$ cat config.mk
export PLATFORM = sky130hd
export DESIGN_NAME = apb_ucpd_tick_gen
export DESIGN_NICKNAME = d
export VERILOG_FILES = /design/src/rtl/apb_ucpd_pkg.sv /design/src/rtl/apb_ucpd_tick_div.sv /design/src/rtl/apb_ucpd_tick_gen.sv
export SDC_FILE = /design/constraint.sdc
export NUM_CORES = 1
export LEC_CHECK = 0
export ABC_AREA = 1
export CAP_MARGIN = 20
export CELL_PAD_IN_SITES_DETAIL_PLACEMENT = 0
export CELL_PAD_IN_SITES_GLOBAL_PLACEMENT = 1
export CORE_MARGIN = 4
export CORE_UTILIZATION = 40
export CTS_BUF_LIST = sky130_fd_sc_hd__clkbuf_4
export DETAILED_ROUTE_END_ITERATION = 10
export DONT_BUFFER_PORTS = 1
export PLACE_DENSITY_LB_ADDON = 0.05
export SYNTH_ARGS = -nofsm -noshare
export SYNTH_HDL_FRONTEND = slang
export SYNTH_SLANG_ARGS = --single-unit
export TNS_END_PERCENT = 20
$ cat constraint.sdc
create_clock -name ic_clk -period 2.2 [get_ports ic_clk]
set_clock_uncertainty 0.2 [all_clocks]
set_input_delay 0.66 -clock ic_clk [delete_from_list [all_inputs] [get_ports ic_clk]]
set_output_delay 0.66 -clock ic_clk [all_outputs]
set_load 0.05 [all_outputs]
$ cat src/rtl/apb_ucpd_pkg.sv
// apb_ucpd_pkg -- shared widths, prescaler decode and reset constants for the UCPD tick chain. Rev 1.0
`default_nettype none
package apb_ucpd_pkg;

  localparam int HBIT_W_DEF = 6;
  localparam int GAP_W_DEF  = 5;
  localparam int PSC_W_DEF  = 3;

  localparam logic RST_TICK  = 1'b0;
  localparam logic RST_PHASE = 1'b0;

  // Prescaler select n divides by 2^n; returns the terminal count (period - 1).
  function automatic logic [31:0] psc_decode(input logic [31:0] psc);
    return (32'd1 << psc) - 32'd1;
  endfunction

endpackage
`default_nettype wire

$ cat src/rtl/apb_ucpd_tick_div.sv
// apb_ucpd_tick_div -- enable-qualified modulo counter with sync clear and registered tick. Rev 1.0
`default_nettype none
module apb_ucpd_tick_div
  import apb_ucpd_pkg::*;
#(
  parameter int W = 4
) (
  input  logic         ic_clk,
  input  logic         ic_rst_n,
  input  logic         en_in,
  input  logic         clr,
  input  logic [W-1:0] tc,
  output logic         fire,
  output logic         tick
);

  logic [W-1:0] cnt;

  // fire is the combinational terminal hit, letting a following stage tick on the same edge.
  assign fire = en_in & ~clr & (cnt >= tc);

  always_ff @(posedge ic_clk or negedge ic_rst_n) begin
    if (!ic_rst_n) begin
      cnt  <= '0;
      tick <= RST_TICK;
    end else if (clr) begin
      cnt  <= '0;
      tick <= 1'b0;
    end else begin
      tick <= fire;
      if (en_in) begin
        cnt <= (cnt >= tc) ? '0 : cnt + 1'b1;
      end
    end
  end

endmodule
`default_nettype wire

$ cat src/rtl/apb_ucpd_tick_gen.sv
// apb_ucpd_tick_gen -- UCPD prescaler, half-bit/bit ticks, ifrgap and transwin timers.
// Define UCPD_HBIT_DITHER_EN to add fractional half-bit dithering via hbit_frac. Rev 1.0
`default_nettype none
module apb_ucpd_tick_gen
  import apb_ucpd_pkg::*;
#(
  parameter int HBIT_W = HBIT_W_DEF,
  parameter int GAP_W  = GAP_W_DEF,
  parameter int PSC_W  = PSC_W_DEF
) (
  input  logic              ic_clk,
  input  logic              ic_rst_n,
  input  logic              enable,
  input  logic [PSC_W-1:0]  psc_usbpdclk,
  input  logic [HBIT_W-1:0] hbitclkdiv,
  input  logic [3:0]        hbit_frac,
  input  logic [GAP_W-1:0]  transwin,
  input  logic [GAP_W-1:0]  ifrgap,
  input  logic              transmit_en,
  input  logic              wait_en,
  input  logic              bmc_en,
  input  logic              rx_wait_en,
  input  logic              ic_cc_in,
  input  logic              tx_eop_cmplt,
  input  logic              tx_sop_rst_cmplt,
  output logic              ucpd_tick,
  output logic              hbit_tick,
  output logic              bit_tick,
  output logic              bit_phase,
  output logic              transwin_en,
  output logic              ifrgap_en
);

  localparam int PCNT_W = (1 << PSC_W) - 1;

  logic [PSC_W-1:0]  psc_q;
  logic              psc_vld;
  logic              tx_q;
  logic              psc_chg;
  logic              tx_chg;
  logic              ucpd_fire;
  logic              hbit_fire;
  logic              hbit_ext;
  logic              ifg_qual;
  logic [PCNT_W-1:0] psc_tc;
  logic [HBIT_W:0]   hbit_tc;
  logic [GAP_W-1:0]  ifrgap_cnt;
  logic [GAP_W-1:0]  transwin_cnt;

  // psc_vld keeps the first compare after reset from restarting the prescaler.
  always_ff @(posedge ic_clk or negedge ic_rst_n) begin
    if (!ic_rst_n) begin
      psc_q   <= '0;
      psc_vld <= 1'b0;
      tx_q    <= 1'b0;
    end else begin
      psc_q   <= psc_usbpdclk;
      psc_vld <= 1'b1;
      tx_q    <= transmit_en;
    end
  end

  assign psc_chg  = psc_vld & (psc_q != psc_usbpdclk);
  assign tx_chg   = tx_q ^ transmit_en;
  assign ifg_qual = wait_en | (rx_wait_en & ic_cc_in);
  assign psc_tc   = PCNT_W'(psc_decode(32'(psc_usbpdclk)));
  assign hbit_tc  = {1'b0, hbitclkdiv} + {{HBIT_W{1'b0}}, hbit_ext};

  apb_ucpd_tick_div #(.W(PCNT_W)) u_psc_div (
    .ic_clk   (ic_clk),
    .ic_rst_n (ic_rst_n),
    .en_in    (enable),
    .clr      (~enable | psc_chg),
    .tc       (psc_tc),
    .fire     (ucpd_fire),
    .tick     (ucpd_tick)
  );

  apb_ucpd_tick_div #(.W(HBIT_W + 1)) u_hbit_div (
    .ic_clk   (ic_clk),
    .ic_rst_n (ic_rst_n),
    .en_in    (ucpd_fire),
    .clr      (~enable | tx_chg),
    .tc       (hbit_tc),
    .fire     (hbit_fire),
    .tick     (hbit_tick)
  );

`ifdef UCPD_HBIT_DITHER_EN
  logic [3:0] frac_acc;
  logic       frac_carry;

  // A carry out of the sixteenths accumulator stretches the next half-bit by one ucpd tick.
  always_ff @(posedge ic_clk or negedge ic_rst_n) begin
    if (!ic_rst_n) begin
      frac_acc   <= '0;
      frac_carry <= 1'b0;
    end else if (!enable || tx_chg) begin
      frac_acc   <= '0;
      frac_carry <= 1'b0;
    end else if (hbit_fire) begin
      {frac_carry, frac_acc} <= {1'b0, frac_acc} + {1'b0, hbit_frac};
    end
  end

  assign hbit_ext = frac_carry;
`else
  logic unused_frac;
  assign unused_frac = ^hbit_frac;
  assign hbit_ext    = 1'b0;
`endif

  always_ff @(posedge ic_clk or negedge ic_rst_n) begin
    if (!ic_rst_n) begin
      bit_phase    <= RST_PHASE;
      bit_tick     <= RST_TICK;
      transwin_en  <= RST_TICK;
      ifrgap_en    <= RST_TICK;
      transwin_cnt <= '0;
      ifrgap_cnt   <= '0;
    end else if (!enable) begin
      bit_phase    <= 1'b0;
      bit_tick     <= 1'b0;
      transwin_en  <= 1'b0;
      ifrgap_en    <= 1'b0;
      transwin_cnt <= '0;
      ifrgap_cnt   <= '0;
    end else begin
      bit_tick    <= 1'b0;
      transwin_en <= 1'b0;
      ifrgap_en   <= 1'b0;

      if (tx_chg) begin
        bit_phase    <= 1'b0;
        transwin_cnt <= '0;
      end else if (hbit_fire) begin
        bit_phase <= ~bit_phase;
        bit_tick  <= bit_phase;
        if (!bmc_en && !wait_en) begin
          if (transwin_cnt <= transwin) begin
            transwin_cnt <= transwin_cnt + 1'b1;
          end else begin
            transwin_cnt <= '0;
            transwin_en  <= 1'b1;
          end
        end
      end

      // End-of-frame completion restarts the gap window and masks a coincident expiry.
      if (tx_eop_cmplt || tx_sop_rst_cmplt) begin
        ifrgap_cnt <= '0;
      end else if (ucpd_fire && ifg_qual) begin
        if (ifrgap_cnt < ifrgap) begin
          ifrgap_cnt <= ifrgap_cnt + 1'b1;
        end else begin
          ifrgap_cnt <= '0;
          ifrgap_en  <= 1'b1;
        end
      end
    end
  end

endmodule
`default_nettype wire

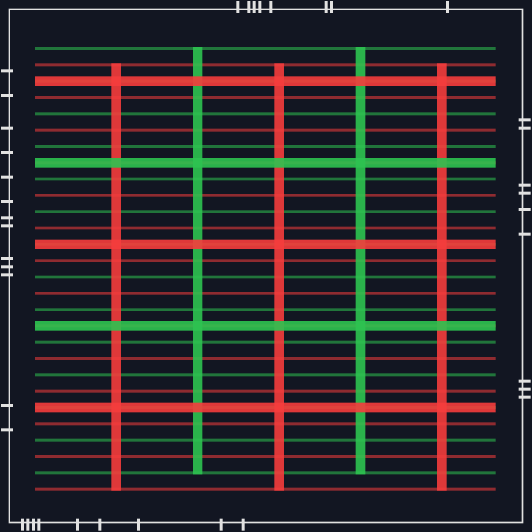
Fig. 1. Floorplan with the power grid (run 1).
(6 px per um) Pins as bars on the die edge.
legend:
  VDD:
    colour: green
  VSS:
    colour: red
signal pins: 39
rows: 27

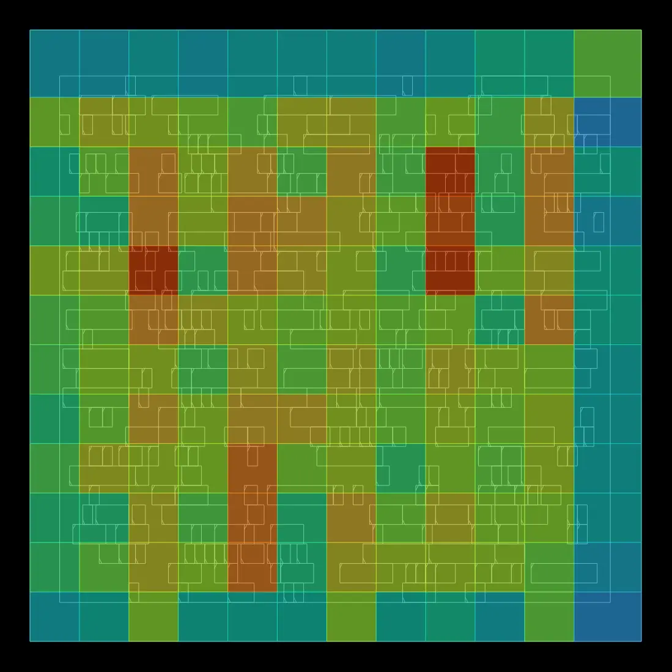
Fig. 2. Track usage over the die (run 1).
GRT Overall Usage: 0.1487
met3 usage: 0.03981
met1 layer usage reported by global route: 0.1976
Routed WL per cell: 12.43 um
met2 layer usage reported by global route: 0.2387

==> reports/writeup.txt, run 1 <==
The mapped netlist covers 2390 um2. The cell count in the Yosys report is 300. The launch point of the worst min-delay path is recorded as psc_usbpdclk[0]. The smallest clock period supported by the final layout is computed as 2.378 ns. The critical path ends at transwin_cnt[3]. The count of non-CTS inverters in the layout is 51, and the area share of and/or/nand/nor cells after synthesis is 0.2791. Synthesized instance count: 300.

For this run, the top clock speed supported by timing is 420.6 MHz. The synthesis report names the predominant flop master as sky130_fd_sc_hd__dfrtp_1. The tools report the number of sequential cells in the layout as 35. Busiest layer in global routing: met2.

The xor/xnor cell area share of the yosys netlist was 0.06911; the final hold violation count was 0. With the area fraction in mux cells at 0, the core outline area is 5642 um2. The sequential portion of the cell area was 0.3112.

The worst setup path is captured at a register. The run gives 0.001505 uW for the cell leakage power. Per the power-grid run, VDD falls by no more than 0.2714 mV. The run gives 35 for the total of flip-flops plus latches after synthesis. The run finished, with violations left. With the number of buffers and inverters on the critical path at 0, the count of fill cells added during filler insertion is 595. OpenSTA lists the critical path startpoint as psc_usbpdclk[0]. Number of top-level pins: 39. The net count after synthesis was 360. The tools report the startpoint class of the critical path as an input port.

The die covers 7275 um2. The layout overhead on the synthesized area is 17.75%. The worst hold path passes through 0 cells. The script logs the ratio of routed vias to standard cells as 4.880. The H-tree generated during clock tree synthesis spans 2 levels. After synthesis, the netlist uses 28 different library cells. The logs give 2.23 ns for the critical path required time and 2.398 mm for the met1 wire length. In this run the tools logged warnings totalling 33.

From the final report, the count of setup violators was given as 29. Per the log, the first TritonRoute iteration ended with a DRC count of 61. For the number of antenna violations at the first check in global routing, the log shows 0. The final net count was 386.

The run reported a max-capacitance violation count of 0. The cell class ranked first by area was multi-input combinational cells. The buffer share of cell area is 0.05869. Cell family contributing the most delay on the critical path: simple AND/OR/NAND/NOR gates. Setup repair after global routing could not meet its margin everywhere. The number of cell instances on the worst register-to-register path came out at 12. The count of synthesis-stage warnings from yosys is 0. For the part of the Yosys area used for sequential elements, the log shows 0.3665.

The highest net fanout along the worst path came out at 6. The horizontal extent of the die is 85.30 um, and the antenna diode instance count is 0. In the detailed route, the total length drawn on met3 is 198 um. The synthesis area per yosys was 2390 um2.

The top metal layer carrying routed signals is met4. For this floorplan the total number of well-tap instances is 72. The run gives 0.01867 for the clock tree cell share of total cell area. The run gives -0.1776 ns as the post-route worst setup slack. The total number of cells along the worst setup path is 15. The count of buffers added on input and output ports is 0. The share of flip-flops with an asynchronous set or reset is 1.000. Per STA, the worst path is made up of nor2_4 > nand2_2 > ha_4 > nand3_2 > o211ai_1 > ha_1 > nand2_2 > nor2_1 > nand2_1 > nand2_2 > nand3_4 > o21bai_4 > nand2_4 > nand2_1 > nand2_1. For the sum of overflow across all layers after global routing, the log shows 0. Entering global routing, the biggest net connects 36 pins. The tools report the number of global-route vias before repair as 1,975. The worst-case reg-to-reg setup slack stands at 0.20 ns. The post-route clock period utilization is 1.081. The pin closest to its max-slew limit shows a slew of 0.5414 ns. The tools report the launching point of the worst reg2reg path as u_psc_div.cnt[2]. Relative slew slack: 0.6391. According to the report, the first pass of detailed routing completed in 4 iterations. The logs give 1 for the post-CTS setup repair buffer count and -0.5925 ns for the post-place setup slack. Looking at the clock tree report, the root buffer type is sky130_fd_sc_hd__clkbuf_4. After detailed routing, the number of remaining DRC violations is 0. The final reports fail on negative setup slack. Max-slew check failures listed in the final report amount to 0.

With the logic share of the area at 0.5104, the number of hold-repair buffers added at the cts stage is 2. The post-synthesis adder-cell area fraction was 0.1414. Looking at the setup timing report, the critical path kind is in -> reg.
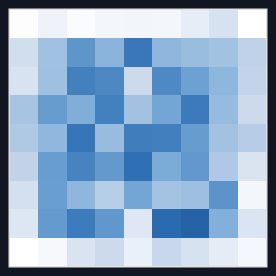
Fig. 3. Cell area per tile (run 1).
(3 px per um) 9 x 9 tiles, from white (low) to dark blue (high), 0 to 100% covered.
fullest tile: 80%
mean over tiles: 37%
nearly empty tiles: 3.7%
densest ninth of the die: middle

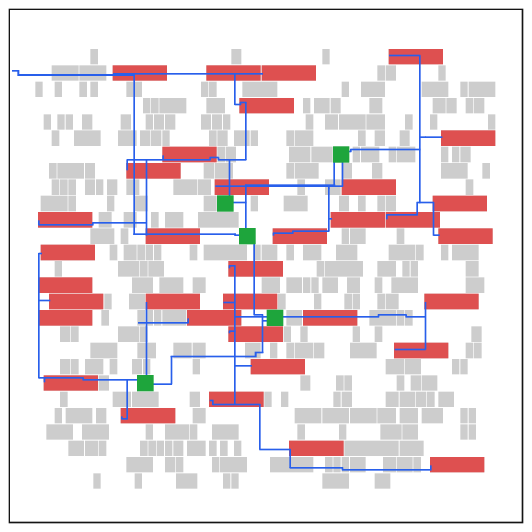
Fig. 4. Clock distribution (run 1).
(6 px per um)
legend:
  clock wires:
    colour: blue
    length: 551 um
  clock-net drivers:
    colour: green
    count: 5
  flip-flops:
    colour: red
    count: 35
routed clock nets: 6

[run 1: synthesized netlist by cell type (2+ instances only)]
cell type | n | area [um2]
sky130_fd_sc_hd__a21oi_1 | 8 | 40.04
sky130_fd_sc_hd__dfrtp_1 | 35 | 875.8
sky130_fd_sc_hd__ha_1 | 27 | 337.8
sky130_fd_sc_hd__inv_1 | 49 | 183.9
sky130_fd_sc_hd__inv_2 | 2 | 7.510
sky130_fd_sc_hd__nand2_1 | 70 | 262.8
sky130_fd_sc_hd__nand2_2 | 4 | 25.02
sky130_fd_sc_hd__nand3_1 | 30 | 150.1
sky130_fd_sc_hd__nand4_1 | 5 | 31.28
sky130_fd_sc_hd__nor2_1 | 22 | 82.58
sky130_fd_sc_hd__nor2_4 | 3 | 33.78
sky130_fd_sc_hd__nor3_1 | 3 | 15.01
sky130_fd_sc_hd__nor3b_1 | 2 | 15.01
sky130_fd_sc_hd__o21ai_0 | 7 | 35.03
sky130_fd_sc_hd__o21ai_1 | 3 | 15.01
sky130_fd_sc_hd__o22ai_1 | 3 | 18.77
sky130_fd_sc_hd__xnor2_1 | 6 | 52.55
sky130_fd_sc_hd__xor2_1 | 11 | 96.34
[run 1: where the power goes]
group / switching [uW] / internal [uW]
logic: 95.9 / 69.1
registers: 5.06 / 650
clock network: 219 / 131
total: 320 / 850
[run 1: through the flow]
| step | std cells | TNS, ns | utilization |
|---|---|---|---|
| final | 399 | -3.016 | 0.4988 |
| after global routing | 399 | -6.602 | 0.4988 |
| after CTS | 398 | -2.703 | 0.4917 |
| after detailed placement | 386 | -14.95 | 0.4666 |
| after global placement | 386 | -14.54 | 0.4666 |
| after floorplan | 300 | -8.447 | - |
Fig. 5: run 1, wiring by layer
(6 px per um) Only two layers are drawn.
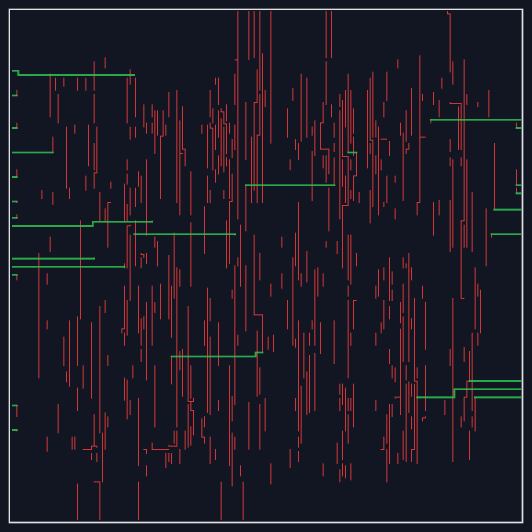

==> inputs of run 2 (changes only) <==
--- a/config.mk
+++ b/config.mk
@@ -9,6 +9,7 @@
 export CAP_MARGIN = 20
 export CELL_PAD_IN_SITES_DETAIL_PLACEMENT = 0
 export CELL_PAD_IN_SITES_GLOBAL_PLACEMENT = 1
+export CORE_ASPECT_RATIO = 1.5
 export CORE_MARGIN = 4
 export CORE_UTILIZATION = 40
 export CTS_BUF_LIST = sky130_fd_sc_hd__clkbuf_4
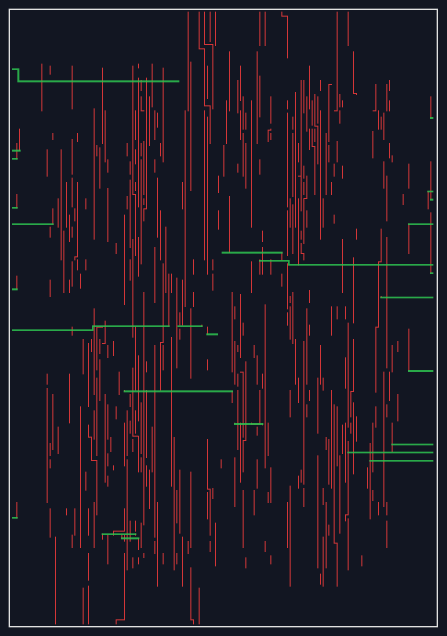
Fig. 6. Wiring by layer (run 2).
(6 px per um) Only two layers are drawn.
legend:
  M3:
    colour: green
    wire_length: 191 um
  M2:
    colour: red
    wire_length: 2,590 um

==> run 2 against run 1 <==
The run still ends with negative setup slack left. Clock power fell by 5%. Flip-flop count did not move. Critical path depth rose by 1. Final area barely moved. Wire length fell by 0.34%. Fmax fell by 0.53%. Non-clock buffer count rose by 2. Via count fell by 2.6%. Core utilization fell by 1.3 points. Critical path type unchanged.
==> reports/writeup.txt, run 2 <==
Entering global routing, the biggest net connects 36 pins. The share of flip-flops with an asynchronous set or reset was 1.000; the total routing usage reported by global routing was 0.1483. Internal power: 838.1 uW. The most frequently used flop master after synthesis is sky130_fd_sc_hd__dfrtp_1. Summing every instance area after synthesis gives 2390 um2. Combinational power for this build is 173 uW. The tools report the sequential cell power as 655 uW.

For this run, the number of standard cells in the final layout without fillers is 400. For the placed cell count, the log shows 386. The logs give 418.4 MHz for the achievable clock frequency and 0 for the final max-slew violation count. The worst setup path is captured at a register. The number of global-route vias before repair is 1,923, and the number of antenna violations at the first check in global routing is 0. The count of cell types in the netlist is 28. The leakage component of the power was reported as 0.001518 uW. The average wire length per cell after detail routing works out to 12.36 um. The critical path goes through inv_2 > nand3_2 > ha_4 > o21ai_2 > o21ai_1 > o211ai_1 > ha_1 > nand2_2 > nor2_1 > nand2_1 > nand2_2 > nand3_4 > o21bai_4 > buf_6 > nand3_1 > nand2_1. By startpoint and endpoint, the worst setup path is classified as in -> reg.

The commonest cells after synthesis are 70 x sky130_fd_sc_hd__nand2_1, 49 x sky130_fd_sc_hd__inv_1, 35 x sky130_fd_sc_hd__dfrtp_1, 30 x sky130_fd_sc_hd__nand3_1, 27 x sky130_fd_sc_hd__ha_1. The die is 71.11 um wide. The relative contribution of sequential cells to total power is 0.565, and the fraction of power spent switching nets is 0.2773.

The post-synthesis adder-cell area fraction is 0.1414, and the overall power after layout is 1160 uW. The run gives 0.149 for the relative contribution of combinational cells to total power. The finished design was reported to have a net count of 388.

Counting flops and latches in the post-synthesis netlist gives 35. The first detailed-routing pass ran for 4 iterations. Post-CTS timing repair inserted 3 buffers for setup. The area share of and/or/nand/nor cells after synthesis is 0.2791, and the final critical path time including I/O delays and setup is 2.390 ns. The relative slew slack is 0.6338. Setup repair after global routing could not meet its margin everywhere. Counting endpoints that fail hold in the final report gives 0.

In the synthesis report, Yosys lists the chip area as 2390 um2. Once iteration 0 of detailed routing completed, the report listed 60 DRC markers. Across the run, the number of max-cap violations was 0. Power group with the highest consumption: sequential cells.

The checks that failed: negative setup slack. The most area-hungry cell type in the Yosys netlist is sky130_fd_sc_hd__dfrtp_1. CTS placed an instance of sky130_fd_sc_hd__clkbuf_4 at the clock tree root. The floorplan report gives the top-level pin count as 39.

The final timing report counts setup violations totalling 30. The worst setup path is launched from an input port. The transition time at the pin with the least slew margin is 0.5493 ns, and the antenna diode instance count is 0.

For the clock group, total power comes out at 332 uW. The logs give 3.800 mm for the detailed placer's ending HPWL and 300 for the synthesized instance count. Counting every net in the synthesized netlist gives 360.

The logs give 0.4862 for the utilization of the core after routing and 0.286 for the clock share of power. The critical path endpoint has a required time of 2.27 ns. The warning tally printed by Yosys for this design is 0. Looking at the gate-level netlist, the highest instance count belongs to sky130_fd_sc_hd__nand2_1. According to the floorplan report, the total die area is 7301 um2. The highest net fanout along the worst path is 7, and the number of port buffers is 0.

For this run the aggregate overflow at the end of global routing stands at 0. The area fraction in mux cells is 0, and the H-tree depth is 2. Counting the fill cells in the layout gives 627.

The xor/xnor cell area share of the yosys netlist came out at 0.06911. The type of the worst min-delay path was in -> reg. The run finished, with violations left. The run gives 0.3665 for the part of the Yosys area used for sequential elements.

Post-route worst setup slack: -0.1903 ns. The run gives 17.70% for the layout overhead on the synthesized area.
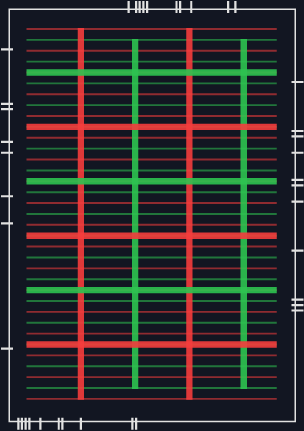
Fig. 7. Floorplan with the power grid (run 2).
(4 px per um) Pins as bars on the die edge.
legend:
  VDD:
    colour: green
  VSS:
    colour: red
rows: 34
met5 straps: 6
signal pins: 39
met4 straps: 4

run 2: cell counts after synthesis:
Identical to the previous run, type by type.
run 2: worst paths after layout:
path / from / depth (start not counted) / slack, ns / endpoint
worst max register to register: u_psc_div.cnt[2] / 12 / 0.18 / transwin_cnt[3]
worst min register to register: u_psc_div.cnt[0] / 1 / 0.28 / u_psc_div.cnt[0]
worst min-delay path: psc_usbpdclk[0] / 0 / 0.14 / psc_q[0]
max in group asynchronous: ic_rst_n / 2 / 1.04 / ifrgap_cnt[0]
min in group asynchronous: ic_rst_n / 2 / 0.57 / u_psc_div.cnt[1]
worst max-delay path: psc_usbpdclk[1] / 16 / -0.19 / transwin_cnt[3]
run 2: critical path, delay by kind of cell:
| kind | cells | cell delay (ns) |
|---|---|---|
| AND/OR/NAND/NOR | 8 | 0.65 |
| adder cells (fa/ha/maj) | 2 | 0.49 |
| AND-OR/OR-AND | 4 | 0.49 |
| buffers and inverters | 2 | 0.15 |
run 2: area by class of cell:
class	count	share of cell area
Clock buffer	5	0.01335
Clock inverter	2	0.003114
Timing Repair Buffer	21	0.06539
Multi-Input combinational cell	214	0.5058
Inverter	51	0.06895
Tap cell	72	0.03203
Sequential cell	35	0.3114
run 2: layer usage:
| metal | track usage | up-vias | wire (um) |
|---|---|---|---|
| met2 | 0.2645 | 31 | 2594 |
| met5 | 0 | - | 0 |
| met1 | 0.1729 | 853 | 2094 |
| met3 | 0.03902 | 5 | 191 |
| met4 | 0.04776 | 0 | 64 |
| li1 | - | 1007 | - |
run 2: per-stage QoR:
stage               TNS (ns)  worst slack, ns
floorplan             -8.447          -0.3662
global placement      -14.88          -0.5769
detailed placement    -15.02          -0.6003
CTS                   -3.181          -0.1806
global route          -7.392          -0.3471
finish                -3.058          -0.1903
Power figures rest on the tool's default switching activity, not on a simulated workload.
